Gate families picked out:
Scale: 12 px per um.
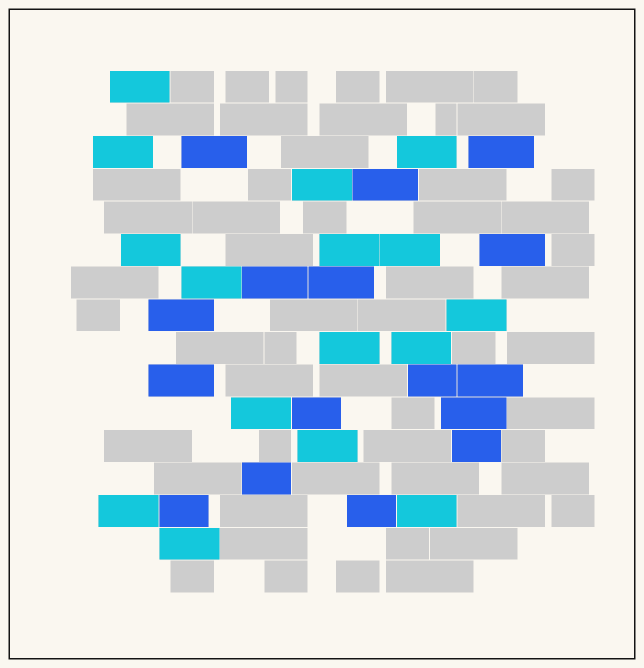
Routing congestion map:
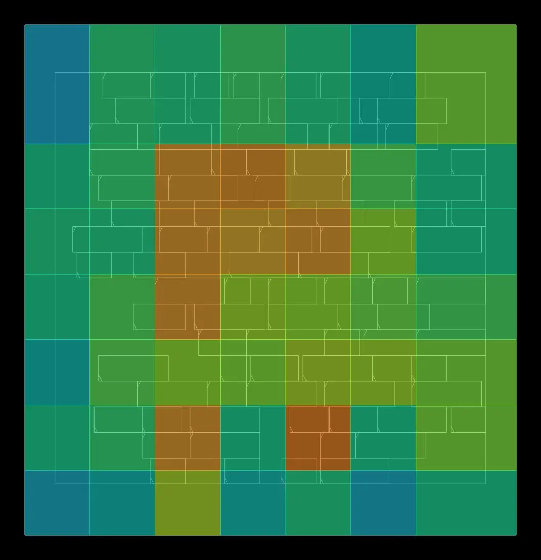
--- src/rtl/pipeline_register_pkg.sv ---
// Project-wide constants shared by the datapath storage elements.
package pipeline_register_pkg;

    // Machine word size. Used as the default register width.
    localparam int unsigned WORD_WIDTH = 16;

endpackage : pipeline_register_pkg

--- src/rtl/pipeline_register_dff.sv ---
// Single-bit flip-flop with synchronous active-high reset.
// The value loaded on reset is a per-instance constant bit.
module pipeline_register_dff #(
    parameter bit RESET_BIT = 1'b0
) (
    input  logic clk,
    input  logic rst,
    input  logic d,
    output logic q
);

    logic q_d;
    logic q_q;

    // Next value of the bit is simply the data presented to the flop.
    always_comb begin
        q_d = d;
    end

    // Capture on the rising edge; reset takes priority over the data input.
    always_ff @(posedge clk) begin
        if (rst) begin
            q_q <= RESET_BIT;
        end else begin
            q_q <= q_d;
        end
    end

    assign q = q_q;

endmodule : pipeline_register_dff

--- src/rtl/pipeline_register.sv ---
// Write-enabled storage register with synchronous reset.
// Used for the pipeline latches (e.g. IF/ID) and as the generic datapath
// register. The read port is driven straight from the flops, so there is
// no combinational path from w or we to r.
module pipeline_register
    import pipeline_register_pkg::*;
#(
    parameter int unsigned       WIDTH       = WORD_WIDTH,
    parameter logic [WIDTH-1:0]  RESET_VALUE = '0
) (
    input  logic             clk,
    input  logic             rst,
    input  logic             we,
    input  logic [WIDTH-1:0] w,
    output logic [WIDTH-1:0] r
);

    logic [WIDTH-1:0] r_d;
    logic [WIDTH-1:0] r_q;

    // Hold mux in front of every bit: take new data when enabled, otherwise
    // feed the stored value back so the register keeps its contents.
    always_comb begin
        r_d = r_q;
        if (we) begin
            r_d = w;
        end
    end

    // One flop per stored bit, each with its own bit of the reset value.
    for (genvar i = 0; i < int'(WIDTH); i++) begin : g_bit
        pipeline_register_dff #(
            .RESET_BIT (RESET_VALUE[i])
        ) u_dff (
            .clk (clk),
            .rst (rst),
            .d   (r_d[i]),
            .q   (r_q[i])
        );
    end

    assign r = r_q;

endmodule : pipeline_register

--- config.mk ---
export PLATFORM = sky130hd
export DESIGN_NAME = pipeline_register
export DESIGN_NICKNAME = d
export VERILOG_FILES = /design/src/rtl/pipeline_register_pkg.sv /design/src/rtl/pipeline_register_dff.sv /design/src/rtl/pipeline_register.sv
export SDC_FILE = /design/constraint.sdc
export NUM_CORES = 1
export LEC_CHECK = 0
export CAP_MARGIN = 20
export CORE_AREA = 3 3 49 51
export DETAILED_ROUTE_END_ITERATION = 10
export DIE_AREA = 0 0 52 54
export MAX_ROUTING_LAYER = met4
export PLACE_DENSITY = 0.74
export SLEW_MARGIN = 20
export SYNTH_ARGS = -nofsm -noshare
export SYNTH_HDL_FRONTEND = slang
export SYNTH_HIERARCHICAL = 1
export SYNTH_SLANG_ARGS = --single-unit
export TNS_END_PERCENT = 5
--- constraint.sdc ---
create_clock -name clk -period 1.5 [get_ports clk]
set_input_delay 0.45 -clock clk [delete_from_list [all_inputs] [get_ports clk]]
set_output_delay 0.45 -clock clk [all_outputs]
set_load 0.05 [all_outputs]
==> run summary <==
Flow results follow.

The run finished with clean final reports. The count of pins over their slew limit is 0. In this run the register-to-register setup slack is 640 ps.

In this run the number of cells on the critical path is 4. The placed standard-cell area is 1330 um2. Summing all flip-flop and latch instances after layout gives 320 um2. The number of cells on the worst reg-to-reg path is 2. For this design the top-level I/O count stands at 35. The clock tree root driver cell is sky130_fd_sc_hd__clkbuf_4. According to the timing report, the data required time at the worst endpoint equals 1680 ps. Counting every net in the synthesized netlist gives 69. The number of instances resized during post-cts repair is 0. The number of nets with antenna violations after routing is 0. Post-synthesis, Yosys gives the total cell area as 790 um2.

The synthesis-to-finish area growth is 71.0%. The number of endpoints failing setup at the final stage is 0. The data arrival time of the worst path is 1600 ps. The utilization after layout is 68.1%. The number of buffers and inverters on the critical path is 2. The parity-gate share of the synthesized area counting xor and xnor cells is 0%. The average cell area after synthesis is 15.8 um2.

Yosys attributes the largest share of cell area to sky130_fd_sc_hd__dfxtp_1 41%, sky130_fd_sc_hd__nor2b_4 28%, sky130_fd_sc_hd__mux2_4 19%. Setup repair after global routing left no endpoint under its margin. The critical path in this run is classified as in2reg. Ranking logic cells in the layout by count gives the top entries 18 x sky130_fd_sc_hd__buf_12, 17 x sky130_fd_sc_hd__clkdlybuf4s50_1, 16 x sky130_fd_sc_hd__nor2b_4, 16 x sky130_fd_sc_hd__dfxtp_1, 10 x sky130_fd_sc_hd__mux2_4. The worst setup path is launched from an input pin. The detailed-router iteration count before antenna repair is 3.

Total global-route track usage over all layers is 12.1%. The relative slew slack is 86.9%. The clock arrives with 0 ps of skew. The flip-flop count of the largest register after layout is 16. During synthesis, Yosys emitted a total of 6 warnings. The sum of routed wire length over all layers is 1500 um. The core region is 1980 um2. Per the summary, power density relative to cell area is 794 nW/um2. The final layout report lists a clock buffer count of 3. For this run, design rule violations remaining after detail routing come to 0.
Back to the opening pictures, 'gate families picked out':
Blue marks multiplexers, cells 16, most used mux2_4. Cyan marks NOR gates, cells 16, most used nor2b_4.
dominant logic cell type in the layout: sky130_fd_sc_hd__buf_12
proportion of cell area occupied by multi-input gates: 32.4%
Cell Count, Final, Fillers Out: 114

Back to the opening pictures, 'routing congestion map':
global-route track usage on met3: 2.22%
WL per Instance: 13.2 um

Power figures rest on the tool's default switching activity, not on a simulated workload.
